File: src/rtl/regfile_pkg.sv
// Shared register-file definitions: widths, the hard-wired zero register and
// the writeback entry layout used by the datapath, the writeback queue and
// the register file itself.
package regfile_pkg;
    localparam int DATA_W = 32;
    localparam int ADDR_W = 5;

    // Register 0 reads as zero; writes to it are dropped.
    localparam logic [ADDR_W-1:0] REG_ZERO = '0;

    typedef struct packed {
        logic [ADDR_W-1:0] rd;
        logic [DATA_W-1:0] data;
    } wb_entry_t;
endpackage

File: src/rtl/wbq_fifo.sv
// Writeback queue storage: DEPTH-entry circular buffer with head/tail pointers
// and an occupancy count.
// Ports:
//   clk, rst_n          clock, synchronous active-low reset
//   push, push_rd/data  enqueue one entry at the tail
//   pop                 retire the head entry
//   age_vld/rd/data     entries in age order, [0] = head (oldest)
//   count               occupancy, 0..DEPTH
// The caller never pushes into a full queue unless it pops in the same cycle.
module wbq_fifo #(
    parameter  int DEPTH  = 4,
    parameter  int DATA_W = 32,
    parameter  int ADDR_W = 5,
    localparam int PW     = $clog2(DEPTH),
    localparam int CW     = PW + 1
) (
    input  logic                           clk,
    input  logic                           rst_n,
    input  logic                           push,
    input  logic [ADDR_W-1:0]              push_rd,
    input  logic [DATA_W-1:0]              push_data,
    input  logic                           pop,
    output logic [DEPTH-1:0]               age_vld,
    output logic [DEPTH-1:0][ADDR_W-1:0]   age_rd,
    output logic [DEPTH-1:0][DATA_W-1:0]   age_data,
    output logic [CW-1:0]                  count
);
    logic [DEPTH-1:0][ADDR_W-1:0] mem_rd;
    logic [DEPTH-1:0][DATA_W-1:0] mem_data;
    logic [PW-1:0]                head;
    logic [PW-1:0]                tail;

    // DEPTH is a power of two, so the pointers wrap by plain overflow.
    always_ff @(posedge clk) begin
        if (!rst_n) begin
            head     <= '0;
            tail     <= '0;
            count    <= '0;
            mem_rd   <= '0;
            mem_data <= '0;
        end else begin
            if (push) begin
                mem_rd[tail]   <= push_rd;
                mem_data[tail] <= push_data;
                tail           <= tail + 1'b1;
            end
            if (pop)
                head <= head + 1'b1;
            count <= count + CW'(push) - CW'(pop);
        end
    end

    // Rotate storage into age order so the bypass chains need no pointer math.
    always_comb begin
        for (int i = 0; i < DEPTH; i++) begin
            age_vld[i]  = CW'(i) < count;
            age_rd[i]   = mem_rd[head + PW'(i)];
            age_data[i] = mem_data[head + PW'(i)];
        end
    end
endmodule

File: src/rtl/regfile_wb_queue.sv
// Write-side initiator for the register file. Buffers writeback requests and
// issues one per cycle on the file's single write port, holding the head while
// the port is stalled. Pending writes are visible to the read ports through a
// combinational bypass lookup so reads never see stale data.
// Ports:
//   in_valid/in_ready/in_rd/in_data  writeback request handshake
//   rf_stall                         write port busy; hold the head entry
//   wr/Rw/busW                       register-file write port (file writes on negedge)
//   Ra/Rb                            read addresses for bypass lookup
//   hitA/hitB, byA/byB               bypass hit and youngest matching data
//   count                            queue occupancy
module regfile_wb_queue #(
    parameter  int DEPTH  = 4,
    parameter  int DATA_W = regfile_pkg::DATA_W,
    parameter  int ADDR_W = regfile_pkg::ADDR_W,
    localparam int CW     = $clog2(DEPTH) + 1
) (
    input  logic              clk,
    input  logic              rst_n,
    input  logic              in_valid,
    output logic              in_ready,
    input  logic [ADDR_W-1:0] in_rd,
    input  logic [DATA_W-1:0] in_data,
    input  logic              rf_stall,
    output logic              wr,
    output logic [ADDR_W-1:0] Rw,
    output logic [DATA_W-1:0] busW,
    input  logic [ADDR_W-1:0] Ra,
    input  logic [ADDR_W-1:0] Rb,
    output logic              hitA,
    output logic              hitB,
    output logic [DATA_W-1:0] byA,
    output logic [DATA_W-1:0] byB,
    output logic [CW-1:0]     count
);
    import regfile_pkg::*;

    localparam logic [CW-1:0]     FULL = CW'(DEPTH);
    localparam logic [ADDR_W-1:0] RZ   = ADDR_W'(REG_ZERO);

    logic                         accept;
    logic                         drain;
    logic                         push;
    logic [DEPTH-1:0]             age_vld;
    logic [DEPTH-1:0][ADDR_W-1:0] age_rd;
    logic [DEPTH-1:0][DATA_W-1:0] age_data;

    assign drain    = (count != '0) && !rf_stall;
    // A full queue still accepts when the head leaves in the same cycle.
    assign in_ready = (count < FULL) || drain;
    assign accept   = in_valid && in_ready;
    // Writes to x0 are consumed here and never reach the file.
    assign push     = accept && (in_rd != RZ);

    // The file sees no write during a reset cycle even if entries were pending.
    assign wr   = drain && rst_n;
    assign Rw   = age_vld[0] ? age_rd[0]   : '0;
    assign busW = age_vld[0] ? age_data[0] : '0;

    wbq_fifo #(
        .DEPTH  (DEPTH),
        .DATA_W (DATA_W),
        .ADDR_W (ADDR_W)
    ) u_fifo (
        .clk       (clk),
        .rst_n     (rst_n),
        .push      (push),
        .push_rd   (in_rd),
        .push_data (in_data),
        .pop       (drain),
        .age_vld   (age_vld),
        .age_rd    (age_rd),
        .age_data  (age_data),
        .count     (count)
    );

    // Scan oldest to youngest so a later match overrides an earlier one. The
    // head stays in the scan until its drain posedge, covering the negedge
    // write window.
    always_comb begin
        hitA = 1'b0;
        hitB = 1'b0;
        byA  = '0;
        byB  = '0;
        for (int i = 0; i < DEPTH; i++) begin
            if (age_vld[i] && (Ra != RZ) && (age_rd[i] == Ra)) begin
                hitA = 1'b1;
                byA  = age_data[i];
            end
            if (age_vld[i] && (Rb != RZ) && (age_rd[i] == Rb)) begin
                hitB = 1'b1;
                byB  = age_data[i];
            end
        end
    end
endmodule
File: config.mk
export PLATFORM = sky130hd
export DESIGN_NAME = regfile_wb_queue
export DESIGN_NICKNAME = d
export VERILOG_FILES = /design/src/rtl/regfile_pkg.sv /design/src/rtl/wbq_fifo.sv /design/src/rtl/regfile_wb_queue.sv
export SDC_FILE = /design/constraint.sdc
export NUM_CORES = 1
export LEC_CHECK = 0
export ABC_AREA = 0
export CELL_PAD_IN_SITES_DETAIL_PLACEMENT = 1
export CELL_PAD_IN_SITES_GLOBAL_PLACEMENT = 1
export CORE_ASPECT_RATIO = 2
export CORE_MARGIN = 2
export CORE_UTILIZATION = 35
export CTS_CLUSTER_DIAMETER = 100
export CTS_CLUSTER_SIZE = 8
export DETAILED_ROUTE_END_ITERATION = 10
export GPL_ROUTABILITY_DRIVEN = 0
export PLACE_DENSITY = 0.68
export SETUP_SLACK_MARGIN = 0.4
export SLEW_MARGIN = 20
export SYNTH_ARGS = -nofsm -noshare
export SYNTH_HDL_FRONTEND = slang
export SYNTH_SLANG_ARGS = --single-unit
File: constraint.sdc
create_clock -name clk -period 6.3 [get_ports clk]
set_clock_uncertainty 0.05 [all_clocks]
set_input_delay 1.89 -clock clk [delete_from_list [all_inputs] [get_ports clk]]
set_output_delay 1.89 -clock clk [all_outputs]
set_load 0.005 [all_outputs]
### M2 wires, run 1

Scale: 2 px per µm. Cells faint in the background.
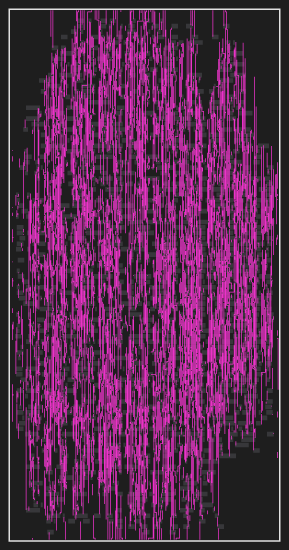
nets with wire on the layer = 1,564
longest straight run = 85.8 µm
DR vias: 12,500
Routed WL: 50,600 µm
M2 GR Usage: 52.7%

### The clock network, run 1

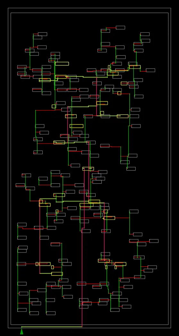
flop count: 155
P_clk: 1.08 mW
Num CTS Buffers: 17
Num Clock Sinks: 155

### Ports around the boundary, run 1

Scale: 1.5 px per µm. Pins as bars across the die edge, other pins in gray.
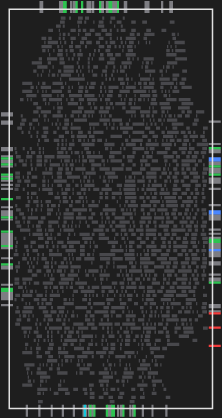
`count` -> red  # pins 3, direction output, edge east
`busW` -> green  # pins 32, direction output, edge 11 west, 8 north, 7 south, 6 east
`Rw` -> blue  # pins 5, direction output, edge east
`rst_n` -> cyan  # pins 1, direction input, edge south

==> run 1: worst max-delay path, stage by stage <==
cell             delay [ns]
clkdlybuf4s15_1        0.23
buf_6                  0.17
xnor2_4                0.15
nor3_2                 0.22
nor2_2                 0.06
or3_4                  0.40
buf_12                 0.18
buf_4                  0.16
nand3_1                0.12
o221ai_4               0.12
clkdlybuf4s15_1        0.24
==> run 1: area by class of cell <==
class	instances	area, µm²
multi-input cells	1223	8830
clock buffers	21	450
repair buffers	287	2780
inverters	11	55.1
well taps	436	546
flip-flops and latches	155	3110
fillers	3994	17700
clock inverters	11	145
diodes	1	2.50
==> run 1: cell families (layout without fill, tap and decap cells) <==
| family | count (synthesis) | count (layout) | share of synthesized area (%) |
|---|---|---|---|
| AND/OR/NAND/NOR | 568 | 568 | 19.6 |
| multiplexers | 206 | 206 | 21.1 |
| flip-flops | 155 | 155 | 26.0 |
| adder cells (fa/ha/maj) | 9 | 9 | 1.01 |
| AND-OR/OR-AND | 394 | 395 | 23.2 |
| other | 0 | 1 | 0 |
| XOR/XNOR | 45 | 45 | 3.30 |
| buffers and inverters | 152 | 330 | 5.83 |
==> run 1: repair_timing <==
| item | CTS | global route |
|---|---|---|
| cloned | 4 | 2 |
| setup buffers | 27 | 7 |
| pin swaps | 47 | 33 |
| setup endpoints to repair | 66 | 65 |
| resized | 291 | 112 |
==> run 1: state kept, by name (all words and copies together) (netlist names) <==
| name | flops |
|---|---|
| u_fifo.mem_data | 128 |
| u_fifo.count | 3 |
| u_fifo.head | 2 |
| u_fifo.tail | 2 |
| u_fifo.mem_rd | 20 |
==> run 1: layer usage <==
metal,vias to the layer above,share of wire (%)
li1,5707,-
met1,6288,38
met2,351,55
met3,112,3.1
met4,0,4.4
met5,-,0
==> run 1: power groups by stage <==
| stage | logic [mW] | registers, mW | clock network, mW |
|---|---|---|---|
| final | 1.83 | 1.16 | 1.08 |
| after global routing | 1.97 | 1.17 | 1.13 |
| after floorplan | 1.15 | 1.11 | 0 |
| after detailed placement | 1.70 | 1.18 | 0 |
| after global placement | 1.67 | 1.17 | 0 |
| after CTS | 1.77 | 1.16 | 1.10 |
==> run 1: metrics by stage <==
step / cells / area, µm² / util [%] / hold slack (ns)
floorplan: 1529 / 11900 / - / 0.401
global route: 2145 / 15900 / 47.3 / 0.462
finish: 2145 / 15900 / 47.3 / 0.435
CTS: 2135 / 15500 / 46.2 / 0.436
detailed placement: 2072 / 14300 / 42.5 / 0.427
global placement: 2072 / 14300 / 42.5 / 0.414
==> run 1: final timing paths <==
path,slack (ns),start,end
worst max-delay path,0.41,Ra[3],byA[4]
worst max register to register,3.47,u_fifo.count[2],u_fifo.mem_rd[4]
worst min register to register,0.43,u_fifo.mem_data[123],u_fifo.mem_data[123]
worst min-delay path,0.43,u_fifo.mem_data[123],u_fifo.mem_data[123]
==> impl_metrics.tcl, run 1 <==
# yosys + openroad results
set metrics [dict create \
    crit_arrival_ns 3.95 \
    holdPathStages 2 \
    cap_violations 0 \
    top_area_cell "dfxtp_1" \
    reg2reg_depth 7 \
    gr-usage-met1_pct 29.7 \
    synth.area.top_cells "dfxtp_1, nand2_1, a21boi_0" \
    syn_to_final_growth_pct 33.4 \
    gr-total-overflow 0 \
    synth_flops 155 \
    drive_above_1_share_pct 25.6 \
    worst_ep_required_time_ns 4.36 \
    grt_usage_pct 27.7 \
    row_count 95 \
    dp_hpwl_um 33200 \
    setup_tns_ns 0 \
    common_cells "nand2_1, dfxtp_1, a21boi_0" \
    min_path_type "reg2reg" \
    ys_types 60 \
    log.warning_count 36 \
    clkTransAtPathRegs_ns 0.07 \
    die_h_um 265 \
    core_area_um2 33600 \
    p_int_mw 2.47 \
    rsz0062_at_grt "true" \
    synth_nets 1589 \
    antenna_found_initial 1 \
    clk_latency_ns 0.45 \
    grtUsageMet3_pct 3.28 \
    syn_area_per_cell_um2 7.80 \
    hold_buffers 0 \
    setup_viol 0 \
    die_area_um2 35700 \
    synth-edff-count 0 \
    ant_nets 0 \
    power_switching_mw 1.61 \
    drc 0 \
    power_density_nw_per_um2 256 \
    ys_seq_share_pct 26.0 \
    p_leak_nw 5.82 \
    max_slew_margin_pct 27.3 \
    fin_ws_ns 0.413 \
    clockBufferDepth 2 \
    avgRoutedWirePerCell_um 23.6 \
    ios 159 \
    synthCells 1529 \
    dr.pass1.iters 5 \
    power_frac_seq_pct 28.5 \
    top_area_share_pct 26.0 \
    final_max_slew_viol_count 0 \
    grt_pass1_wl_um 75700 \
    syn_area_um2 11900 \
    final_hold_viol_count 0 \
    fp.dieW_um 135 \
    io_buffers 158 \
    layout_top_cells "nand2_1, dfxtp_1, a21boi_0" \
    period_minus_slack_ns 5.89 \
    flop_cell "dfxtp_1" \
    path_class "in2out" \
    p_sw_share_pct 39.5 \
    grt_max_degree 114 \
    status "complete, no violations" \
    period_used_pct 93.4 \
    place_ws_ns -0.311 \
    viasPerCell 5.81 \
    vdd_ir_drop_max_uv 225 \
    max_freq_mhz 170 \
    critPathLaunchType "primary input" \
    tightestPinTransition_ns 1.09 \
    fp_util_pct 35.5 \
    finalPower_mw 4.08 \
]
### Placed cells, one color a class, run 1

Scale: 2 px per µm. Fill, decap, tap and diode cells in gray.
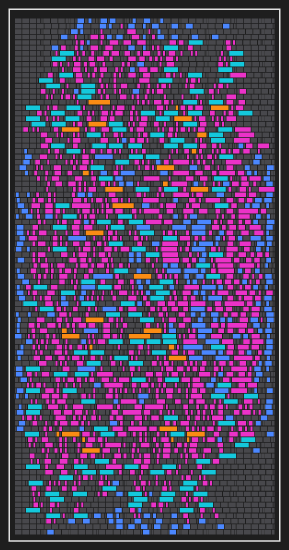

--- run 2 (diff from run 1) ---
--- a/config.mk
+++ b/config.mk
@@ -16,7 +16,6 @@
 export DETAILED_ROUTE_END_ITERATION = 10
 export GPL_ROUTABILITY_DRIVEN = 0
 export PLACE_DENSITY = 0.68
-export SETUP_SLACK_MARGIN = 0.4
 export SLEW_MARGIN = 20
 export SYNTH_ARGS = -nofsm -noshare
 export SYNTH_HDL_FRONTEND = slang
### Placed cells, one color a class, run 2

Scale: 2 px per µm. Fill, decap, tap and diode cells in gray.
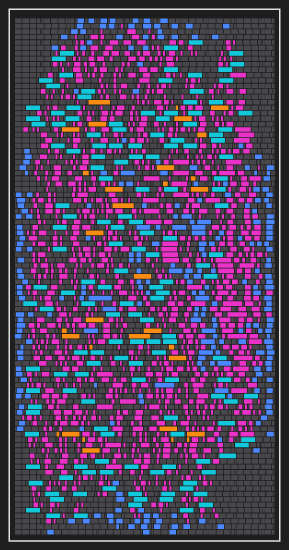
other buffers and delay cells -> blue  # cells 265, share of their area 17%
clock drivers and dummy loads -> orange  # cells 32, share of their area 4.0%
flip-flops -> cyan  # cells 155, share of their area 21%
all other logic -> magenta  # cells 1,234, share of their area 58%
Site Rows: 95
Finished Core Util: 45.8%
design area: 15,400 µm²
core region area: 33,600 µm²
sequential cell area share: 20.2%

### The clock network, run 2

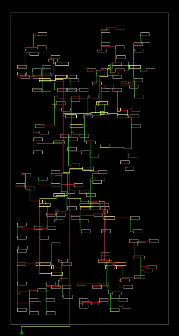
clock buffer count: 21
Insertion Delay late pin: 0.45 ns

==> run 2 against run 1 <==
  * Non-clock buffer count is 22 lower
  * Via count is 1.4% lower
  * Highest routed layer unchanged
  * Utilization is 1.5 points lower
  * Wire length is 4.5% lower
  * Register-to-register slack worse by 0.02 ns
  * Largest cell class unchanged
==> impl_metrics.tcl, run 2 <==
# yosys + openroad results
set metrics [dict create \
    viasPerCell 5.79 \
    grt_pass1_wl_um 74100 \
    syn_area_um2 11900 \
    rrSetupSlack_ns 3.45 \
    synth-edff-count 0 \
    max_slew_margin_pct 28.4 \
    placed_cell_area_um2 14300 \
    period_minus_slack_ns 6.21 \
    worst_ep_required_time_ns 4.36 \
    reg2reg_depth 7 \
    vias 12300 \
    synthCells 1529 \
    hold_end "u_fifo.mem_data[9]" \
    setup_viol 0 \
    die_area_um2 35700 \
    holdPathStages 2 \
    fp.dieW_um 135 \
    place_ws_ns -0.311 \
    cts_buffers 17 \
    max_freq_mhz 161 \
    fp_util_pct 35.5 \
    clockBufferDepth 2 \
    slowest_stage "clkdlybuf4s50_1" \
    slowest_delay_ns 0.44 \
    final_hold_viol_count 0 \
    log.warning_count 34 \
    grt_usage_pct 27.0 \
    hold_buffers 0 \
    fin_ws_ns 0.0939 \
    final_max_slew_viol_count 0 \
    antenna_found_initial 1 \
    synth_flops 155 \
    gr-total-overflow 0 \
    drc 0 \
    clkTransAtPathRegs_ns 0.06 \
    syn_area_per_cell_um2 7.80 \
    top_regs "u_fifo.mem_data (128), u_fifo.mem_rd (20), u_fifo.count (3)" \
    routed_wl_um 48300 \
    flop_cell "dfxtp_1" \
    io_buffers 158 \
    dr.pass1.iters 5 \
    grt_max_degree 114 \
    critPathLaunchType "primary input" \
    crit_arrival_ns 4.27 \
    synth.area.top_cells "dfxtp_1, nand2_1, a21boi_0" \
    synth_nets 1589 \
    worstHoldStart "u_fifo.mem_data[9]" \
    cap_violations 0 \
    top_register "u_fifo.mem_data" \
    status "complete, no violations" \
    largest_register_ffs 128 \
    top_area_cell "dfxtp_1" \
    ant_nets 0 \
    avgRoutedWirePerCell_um 22.8 \
    top_area_share_pct 26.0 \
    ys_cells 1529 \
    rsz0062_at_grt "false" \
    die_h_um 265 \
    ys_types 60 \
    power_density_nw_per_um2 260 \
    setup_tns_ns 0 \
    path_class "in2out" \
    period_used_pct 98.5 \
    p_leak_nw 5.80 \
    layout_top_cells "nand2_1, dfxtp_1, a21boi_0" \
    r2r_start "u_fifo.count[2]" \
    drive_above_1_share_pct 19.5 \
    common_cells "nand2_1, dfxtp_1, a21boi_0" \
    syn_to_final_growth_pct 29.2 \
    r2r-end "u_fifo.mem_data[16]" \
    cts.sinks 155 \
    vdd_ir_drop_max_uv 217 \
    path_cells "clkdlybuf4s50_1, buf_4, buf_4, xor2_1, and3_1, o211ai_4, inv_1, buf_4, buf_4, a221oi_1, o21ai_1, dlygate4sd2_1" \
]
run 2: per-stage QoR:
stage | hold WS (ns) | power (mW) | instances
after global routing | 0.462 | 4.21 | 2123
final | 0.434 | 4.00 | 2123
after CTS | 0.436 | 3.99 | 2113
after floorplan | 0.401 | 2.26 | 1529
after global placement | 0.414 | 2.84 | 2072
after detailed placement | 0.427 | 2.88 | 2072
run 2: worst max-delay path by stage:
stage	slack, ns	start	cells after the start	endpoint
final	0.09	Rb[0]	12	byB[30]
after global routing	0.0003	Rb[4]	11	byB[19]
after CTS	-0.20	Rb[2]	10	byB[5]
after detailed placement	-0.31	Ra[0]	10	byA[29]
after global placement	-0.30	Ra[1]	10	byA[3]
after floorplan	0.68	Ra[0]	9	byA[11]
run 2: timing repair:
item / in CTS / in global routing
setup endpoints to repair: 65 / 41
pin swaps: 15 / 16
resized: 110 / 51
cloned: 2 / 0
buffers inserted: 7 / 8
run 2: logic make-up (layout without fill, tap and decap cells):
family	Yosys count	count (layout)	synth area share (%)
flip-flops	155	155	26.0
XOR/XNOR	45	45	3.30
other	0	1	0
buffers and inverters	152	308	5.83
adder cells (fa/ha/maj)	9	9	1.01
AND/OR/NAND/NOR	568	568	19.6
AND-OR/OR-AND	394	395	23.2
multiplexers	206	206	21.1
run 2: final cells by class:
class                           instances  area [µm²]  share of cell area, %
Clock inverter                         11         145                  0.942
Sequential cell                       155        3110                   20.2
Antenna cell                            1        2.50                 0.0162
Multi-Input combinational cell       1223        8510                   55.2
Inverter                               11        50.0                  0.325
Tap cell                              436         546                   3.54
Clock buffer                           21         450                   2.92
Timing Repair Buffer                  265        2600                   16.9
run 2: critical path: cells and delay by family:
| kind | cells | cell delay, ns |
|---|---|---|
| compound gates | 3 | 0.57 |
| xor+xnor | 1 | 0.15 |
| buf+inv | 7 | 1.45 |
| simple gates | 1 | 0.21 |
run 2: where the power goes:
part	switching, mW	internal [mW]
logic	1.01	0.759
registers	0.107	1.05
clock network	0.445	0.632
run 2: layer usage:
metal | global-route usage, % | wire length [µm]
met1 | 29.1 | 18500
met2 | 51.4 | 26300
met3 | 2.95 | 1440
met4 | 13.1 | 2070
met5 | 0 | 0
Power is estimated from default activity; no workload was simulated.
